### src/rtl/lsu_pkg.sv
// ----------------------------------------------------------------------------
// lsu_pkg
//   Shared types for the load/store unit memory master:
//     - RV32I funct3 encodings for loads (LB..LHU) and stores (SB..SW)
//     - FSM state encoding of lsu_mem_master
//     - memory command encoding (MEM_READ / MEM_WRITE)
//     - lsu_fmt_err(): size/alignment/encoding legality check of a request
//       (address range is checked by the top, which owns MEM_WORDS)
// ----------------------------------------------------------------------------
package lsu_pkg;

    typedef enum logic [2:0] {
        F3_LB  = 3'b000,
        F3_LH  = 3'b001,
        F3_LW  = 3'b010,
        F3_LBU = 3'b100,
        F3_LHU = 3'b101
    } ld_funct3_e;

    typedef enum logic [2:0] {
        F3_SB = 3'b000,
        F3_SH = 3'b001,
        F3_SW = 3'b010
    } st_funct3_e;

    typedef enum logic [1:0] {
        S_IDLE = 2'd0,
        S_RD   = 2'd1,
        S_CAP  = 2'd2,
        S_WR   = 2'd3
    } lsu_state_e;

    localparam logic MEM_READ  = 1'b0;
    localparam logic MEM_WRITE = 1'b1;

    // 1 when the funct3 is not a legal encoding for the access direction, or
    // when the byte offset is not aligned to the access size.
    function automatic logic lsu_fmt_err(input logic       we,
                                         input logic [2:0] funct3,
                                         input logic [1:0] off);
        logic err;
        err = 1'b0;
        case (funct3)
            F3_LB:   err = 1'b0;
            F3_LH:   err = off[0];
            F3_LW:   err = (off != 2'b00);
            F3_LBU:  err = we;              // no unsigned store forms
            F3_LHU:  err = we | off[0];
            default: err = 1'b1;            // 011 / 110 / 111
        endcase
        return err;
    endfunction

endpackage

### src/rtl/lsu_align.sv
// ----------------------------------------------------------------------------
// lsu_align
//   Combinational lane logic for the LSU.
//   Ports:
//     funct3_i     RV32I funct3 of the registered request
//     byte_off_i   byte address bits [1:0]
//     old_word_i   word read from memory
//     wdata_i      store data (low bytes used for SB/SH)
//     load_data_o  selected lane of old_word_i, sign/zero extended
//     store_word_o old_word_i with the stored bytes replaced (SW: wdata_i)
// ----------------------------------------------------------------------------
module lsu_align
    import lsu_pkg::*;
(
    input  logic [2:0]  funct3_i,
    input  logic [1:0]  byte_off_i,
    input  logic [31:0] old_word_i,
    input  logic [31:0] wdata_i,
    output logic [31:0] load_data_o,
    output logic [31:0] store_word_o
);

    logic [31:0] byte_shifted;
    logic [7:0]  lane_b;
    logic [15:0] lane_h;
    logic [3:0]  byte_en;
    logic [31:0] wdata_rep;

    // Load side
    always_comb begin
        byte_shifted = old_word_i >> {byte_off_i, 3'b000};
        lane_b       = byte_shifted[7:0];
        lane_h       = byte_off_i[1] ? old_word_i[31:16] : old_word_i[15:0];
        case (funct3_i)
            F3_LB:   load_data_o = {{24{lane_b[7]}}, lane_b};
            F3_LH:   load_data_o = {{16{lane_h[15]}}, lane_h};
            F3_LW:   load_data_o = old_word_i;
            F3_LBU:  load_data_o = {24'h0, lane_b};
            F3_LHU:  load_data_o = {16'h0, lane_h};
            default: load_data_o = 32'h0;
        endcase
    end

    // Store side: replicate the store data across all lanes so each lane only
    // has to choose between new and old byte.
    always_comb begin
        case (funct3_i[1:0])
            2'b00: begin
                byte_en   = 4'b0001 << byte_off_i;
                wdata_rep = {4{wdata_i[7:0]}};
            end
            2'b01: begin
                byte_en   = byte_off_i[1] ? 4'b1100 : 4'b0011;
                wdata_rep = {2{wdata_i[15:0]}};
            end
            default: begin
                byte_en   = 4'b1111;
                wdata_rep = wdata_i;
            end
        endcase
    end

    for (genvar gi = 0; gi < 4; gi++) begin : g_lane
        assign store_word_o[gi*8 +: 8] = byte_en[gi] ? wdata_rep[gi*8 +: 8]
                                                     : old_word_i[gi*8 +: 8];
    end

endmodule

### src/rtl/lsu_mem_master.sv
// ----------------------------------------------------------------------------
// lsu_mem_master
//   Load/store initiator between the EX stage and a single-port word memory
//   with registered read data. Byte-addressed RV32I loads/stores become word
//   accesses; SB/SH use read-modify-write.
//   Ports:
//     clk_i, rst_ni                 clock, async active-low reset
//     req_valid_i / req_ready_o     request handshake (ready only in IDLE)
//     req_we_i, req_funct3_i        direction and size/sign
//     req_addr_i, req_wdata_i       byte address, store data
//     resp_valid_o                  one-cycle completion pulse
//     resp_rdata_o, resp_err_o      load result / error flag
//     mem_rw_o, mem_addr_o          memory command and word index
//     mem_data_o, mem_out_i         memory write data / registered read data
//   Optional (macro LSU_PERF_CNT_EN): perf_ld_o, perf_st_o, perf_err_o
//     completion counters per response type.
//   Latency from the accept edge: load/SB/SH 3, SW 2, error 1 cycle.
// ----------------------------------------------------------------------------
module lsu_mem_master
    import lsu_pkg::*;
#(
    parameter int unsigned MEM_WORDS = 1024
) (
    input  logic        clk_i,
    input  logic        rst_ni,
    input  logic        req_valid_i,
    output logic        req_ready_o,
    input  logic        req_we_i,
    input  logic [2:0]  req_funct3_i,
    input  logic [31:0] req_addr_i,
    input  logic [31:0] req_wdata_i,
    output logic        resp_valid_o,
    output logic [31:0] resp_rdata_o,
    output logic        resp_err_o,
    output logic        mem_rw_o,
    output logic [31:0] mem_addr_o,
    output logic [31:0] mem_data_o,
    input  logic [31:0] mem_out_i
`ifdef LSU_PERF_CNT_EN
    ,
    output logic [31:0] perf_ld_o,
    output logic [31:0] perf_st_o,
    output logic [31:0] perf_err_o
`endif
);

    localparam logic [31:0] MEM_WORDS_W = 32'(MEM_WORDS);

    lsu_state_e  state_q, state_d;
    logic        we_q, we_d;
    logic [2:0]  funct3_q, funct3_d;
    logic [31:0] addr_q, addr_d;
    logic [31:0] wdata_q, wdata_d;
    logic        resp_valid_q, resp_valid_d;
    logic        resp_err_q, resp_err_d;
    logic [31:0] resp_rdata_q, resp_rdata_d;

    logic        req_err;
    logic [31:0] load_data;
    logic [31:0] store_word;

    assign req_err = lsu_fmt_err(req_we_i, req_funct3_i, req_addr_i[1:0])
                   | ({2'b00, req_addr_i[31:2]} >= MEM_WORDS_W);

    lsu_align u_align (
        .funct3_i     (funct3_q),
        .byte_off_i   (addr_q[1:0]),
        .old_word_i   (mem_out_i),
        .wdata_i      (wdata_q),
        .load_data_o  (load_data),
        .store_word_o (store_word)
    );

    always_comb begin
        state_d      = state_q;
        we_d         = we_q;
        funct3_d     = funct3_q;
        addr_d       = addr_q;
        wdata_d      = wdata_q;
        resp_valid_d = 1'b0;
        resp_err_d   = 1'b0;
        resp_rdata_d = 32'h0;
        case (state_q)
            S_IDLE: begin
                if (req_valid_i) begin
                    we_d     = req_we_i;
                    funct3_d = req_funct3_i;
                    addr_d   = req_addr_i;
                    wdata_d  = req_wdata_i;
                    if (req_err) begin
                        // Rejected without touching memory; stay ready.
                        resp_valid_d = 1'b1;
                        resp_err_d   = 1'b1;
                    end else if (req_we_i && (req_funct3_i == F3_SW)) begin
                        state_d = S_WR;
                    end else begin
                        state_d = S_RD;
                    end
                end
            end
            S_RD:   state_d = we_q ? S_WR : S_CAP;
            S_CAP: begin
                resp_valid_d = 1'b1;
                resp_rdata_d = load_data;
                state_d      = S_IDLE;
            end
            S_WR: begin
                resp_valid_d = 1'b1;
                state_d      = S_IDLE;
            end
            default: state_d = S_IDLE;
        endcase
    end

    always_ff @(posedge clk_i or negedge rst_ni) begin
        if (!rst_ni) begin
            state_q      <= S_IDLE;
            we_q         <= 1'b0;
            funct3_q     <= 3'b000;
            addr_q       <= 32'h0;
            wdata_q      <= 32'h0;
            resp_valid_q <= 1'b0;
            resp_err_q   <= 1'b0;
            resp_rdata_q <= 32'h0;
        end else begin
            state_q      <= state_d;
            we_q         <= we_d;
            funct3_q     <= funct3_d;
            addr_q       <= addr_d;
            wdata_q      <= wdata_d;
            resp_valid_q <= resp_valid_d;
            resp_err_q   <= resp_err_d;
            resp_rdata_q <= resp_rdata_d;
        end
    end

    assign req_ready_o  = (state_q == S_IDLE);
    assign resp_valid_o = resp_valid_q;
    assign resp_err_o   = resp_err_q;
    assign resp_rdata_o = resp_rdata_q;

    // Memory command decoded straight from the state register so an
    // asynchronous reset withdraws a pending write before the next edge.
    assign mem_rw_o   = (state_q == S_WR) ? MEM_WRITE : MEM_READ;
    assign mem_addr_o = ((state_q == S_RD) || (state_q == S_WR))
                      ? {2'b00, addr_q[31:2]} : 32'h0;
    assign mem_data_o = (state_q == S_WR) ? store_word : 32'h0;

`ifdef LSU_PERF_CNT_EN
    logic [31:0] perf_ld_q, perf_ld_d;
    logic [31:0] perf_st_q, perf_st_d;
    logic [31:0] perf_err_q, perf_err_d;

    // Counted on the edge that raises resp_valid_o, so the counter already
    // includes a request during its response cycle.
    always_comb begin
        perf_ld_d  = perf_ld_q;
        perf_st_d  = perf_st_q;
        perf_err_d = perf_err_q;
        if (state_q == S_CAP) begin
            perf_ld_d = perf_ld_q + 32'd1;
        end
        if (state_q == S_WR) begin
            perf_st_d = perf_st_q + 32'd1;
        end
        if ((state_q == S_IDLE) && req_valid_i && req_err) begin
            perf_err_d = perf_err_q + 32'd1;
        end
    end

    always_ff @(posedge clk_i or negedge rst_ni) begin
        if (!rst_ni) begin
            perf_ld_q  <= 32'h0;
            perf_st_q  <= 32'h0;
            perf_err_q <= 32'h0;
        end else begin
            perf_ld_q  <= perf_ld_d;
            perf_st_q  <= perf_st_d;
            perf_err_q <= perf_err_d;
        end
    end

    assign perf_ld_o  = perf_ld_q;
    assign perf_st_o  = perf_st_q;
    assign perf_err_o = perf_err_q;
`endif

endmodule

### config.mk
export PLATFORM = sky130hd
export DESIGN_NAME = lsu_mem_master
export DESIGN_NICKNAME = d
export VERILOG_FILES = /design/src/rtl/lsu_pkg.sv /design/src/rtl/lsu_align.sv /design/src/rtl/lsu_mem_master.sv
export SDC_FILE = /design/constraint.sdc
export NUM_CORES = 1
export LEC_CHECK = 0
export CELL_PAD_IN_SITES_DETAIL_PLACEMENT = 0
export CELL_PAD_IN_SITES_GLOBAL_PLACEMENT = 1
export CORE_AREA = 2 2 123 125
export DETAILED_ROUTE_END_ITERATION = 16
export DIE_AREA = 0 0 125 127
export DONT_BUFFER_PORTS = 1
export PLACE_DENSITY_LB_ADDON = 0.05
export SLEW_MARGIN = 0
export SYNTH_ARGS = -nofsm -noshare
export SYNTH_HDL_FRONTEND = slang
export SYNTH_SLANG_ARGS = --single-unit
### constraint.sdc
create_clock -name clk_i -period 4.3 [get_ports clk_i]
set_input_delay 0.86 -clock clk_i [delete_from_list [all_inputs] [get_ports clk_i]]
set_output_delay 0.86 -clock clk_i [all_outputs]
set_load 0.005 [all_outputs]
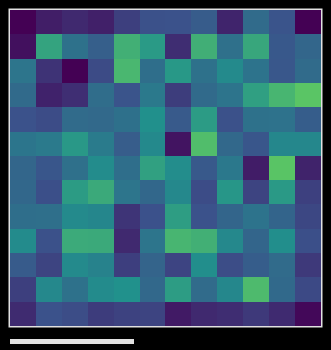
*Placement density heat map*
Scale bar: 50 um. The die is cut into 12 by 13 equal tiles; dark purple is low, yellow is high, 0 to 100% covered.
- nearly empty tiles: 1.9%
- emptiest ninth of the die: upper left
- mean over tiles: 34%
- fullest tile: 73%
core area: 14400 um2
Core Util, Final: 39.2%
fp util: 36.5%

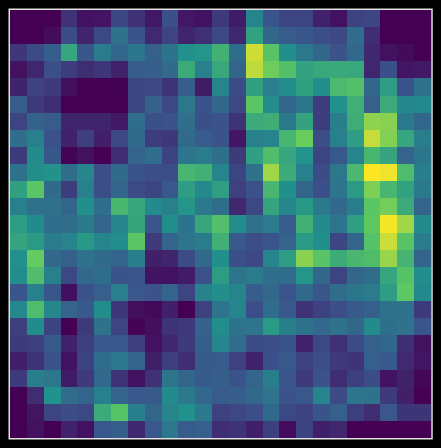
*Signal metal coverage by tile*
The die is cut into 25 by 25 equal tiles; dark purple is low, yellow is high, scaled to the fullest tile. Values are wire area over tile area, all layers added.
- fullest tile: 0.54
- densest ninth of the die: middle right
- nearly empty tiles: 5.6%
- emptiest ninth of the die: upper left
Global Route Usage Sum: 21.6%
WL final: 17100 um
wire per inst: 22.4 um
DR vias: 4203

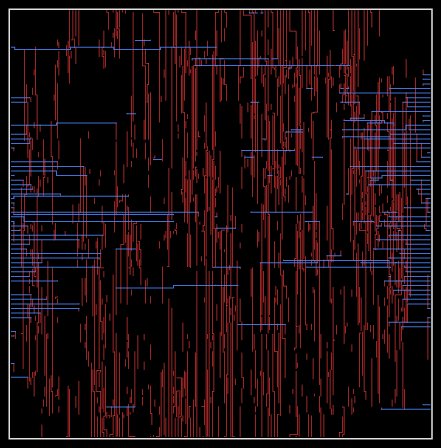
*Signal wires by layer*
Two of the layers only.
- red: metal 2 (wire length 8280 um)
- blue: metal 3 (wire length 1560 um)

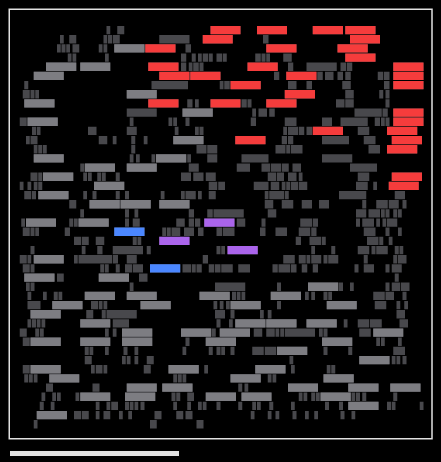
*Sequential cells coloured by netlist name*
Scale bar: 50 um. Other sequential cells in the stronger grey, the rest of the logic in the fainter grey.
- red: `resp_rdata_o` (sequential cells 32)
- blue: `state_q` (sequential cells 2)
- purple: `funct3_q` (sequential cells 3)
- not coloured: 67
flop share of the area: 46.0%
register area: 2600 um2
Seq power: 1.09 mW

==> impl_metrics.py <==
# Metrics from the implementation run
metrics = {
    "worst_hold_path": {
        "hold_path_class": "input pin to async pin",
    },
    "yosys": {
        "common_cells": "nand2_1 (233), dfrtp_1 (104), a21oi_1 (34), and2_1 (31), nor2_1 (31)",
        "edf_count": 0,
        "most_common_cell": "nand2_1",
        "flop_cell": "dfrtp_1",
        "top_cells_by_area": "dfrtp_1 (49%), nand2_1 (17%), mux2i_1 (5.1%), and2_1 (3.7%), a21oi_1 (3.2%)",
        "synth_area_per_cell_um2": 8.79,
        "synthDistinctLibCells": 43,
        "synthCells": 599,
    },
    "sta": {
        "tightest_slew_ps": 930,
        "maxSlewHeadroom_pct": 38.0,
        "rsz0062_at_grt": "false",
        "finalClockPeriodUsage_pct": 81.3,
        "min_period_ps": 3500,
    },
    "cts": {
        "ctsHtreeMaxLevel": 3,
        "clk_pin_slew_ps": 70,
        "ctsHoldBuffers": 0,
        "cts_resized": 0,
        "root_buffer": "clkbuf_16",
        "numCtsBuffers": 9,
    },
    "layout": {
        "drive_gt1_share_pct": 7.23,
        "filler_cell_count": 1496,
        "syn2layout_area_growth_pct": 7.39,
        "insertedDiodeCount": 0,
    },
    "floorplan": {
        "die_x_um": 125,
        "chipArea_um2": 15900,
        "die_y_um": 127,
        "top_level_ports": 203,
    },
    "placed_design": {
        "hpwl_um": 12400,
        "io_buffers": 0,
        "placed_area_um2": 5350,
    },
    "outcome": {
        "outcome": "finished, final reports clean",
    },
    "pwr": {
        "p_leak_nw": 2.68,
    },
    "setup_path": {
        "crit_type": "flip-flop to primary output",
    },
    "detailed_routing": {
        "drc": 0,
    },
}
## power breakdown
part | switching (mW) | internal [mW]
clock network | 0.377 | 0.471
logic | 0.142 | 0.0914
registers | 0.0593 | 1.03
## final timing paths
check / from / endpoint / slack, ps / cells past startpoint
max: funct3_q[0]$_DFFE_PN0P_ / mem_data_o[15] / 800 / 4
min: rst_ni / wdata_q[17]$_DFFE_PN0P_ / 190 / 0
max reg2reg: state_q[0]$_DFFE_PN0P_ / addr_q[28]$_DFFE_PN0P_ / 1910 / 6
min reg2reg: addr_q[22]$_DFFE_PN0P_ / addr_q[22]$_DFFE_PN0P_ / 470 / 2
max in group asynchronous: rst_ni / resp_rdata_o[3]$_DFF_PN0_ / 3900 / 0
min in group clk_i: addr_q[22]$_DFFE_PN0P_ / addr_q[22]$_DFFE_PN0P_ / 470 / 2
## critical path, cell delays in order (launching register included)
cell,delay [ps]
dfrtp_1,930
nor2_1,220
o21ai_2,580
nor2_1,90
a311oi_1,460
## through the flow
stage / total power, mW / hold WS [ps] / cells
after CTS: 2.21 / 173 / 765
after detailed placement: 1.35 / 455 / 749
after global placement: 1.34 / 452 / 749
after global routing: 2.28 / 174 / 765
after floorplan: 1.29 / 438 / 600
final: 2.17 / 192 / 765
## sequential cells by signal (all words and copies together) (netlist names)
| signal | count |
|---|---|
| resp_rdata_o | 32 |
| resp_valid_o | 1 |
| state_q | 2 |
| we_q | 1 |
| wdata_q | 32 |
| addr_q | 32 |
| funct3_q | 3 |
| resp_err_o | 1 |
## final cells by class
cell class              instances  area share [%]
inverters                       2           0.133
well taps                     184            4.07
clock inverters                 6            1.17
repair buffers                  8            1.06
flip-flops and latches        104            46.0
clock buffers                  10            4.23
multi-input cells             451            43.3
## routing by layer
metal | vias up | part of all wire, % | GRT usage, %
met5 | - | 0 | 0
met4 | 0 | 2.6 | 8.50
met3 | 31 | 9.1 | 7.20
met2 | 191 | 48 | 35.6
met1 | 2019 | 40 | 26.4
li1 | 1962 | - | -
## cells in the final DEF, fill, tap and decap left out, types with 2 or more instances in the layout
cell type	n
a32oi_1	3
mux2i_1	27
nor4_1	6
nand3b_1	4
clkinv_1	2
buf_4	8
nor2_1	31
clkinv_2	2
a21o_1	3
o21ai_0	10
dfrtp_1	104
a32o_1	5
o221ai_1	8
mux4_2	6
a21oi_1	34
inv_6	2
a211oi_1	8
nor2b_1	2
o21ai_2	2
clkbuf_16	9
nand2_1	232
a22oi_1	7
nor3_1	4
and3_1	2
conb_1	2
a311oi_1	8
and2_1	30
## cell families after synthesis
kind of cell / count (synthesis) / share of synthesized area (%)
AOI/OAI and AO/OA: 94 / 12.6
buffers and inverters: 45 / 4.21
DFF: 104 / 49.4
muxes: 34 / 7.91
other: 1 / 0.0712
and+or+nand+nor: 321 / 25.8
Power and IR drop assume default switching activity.
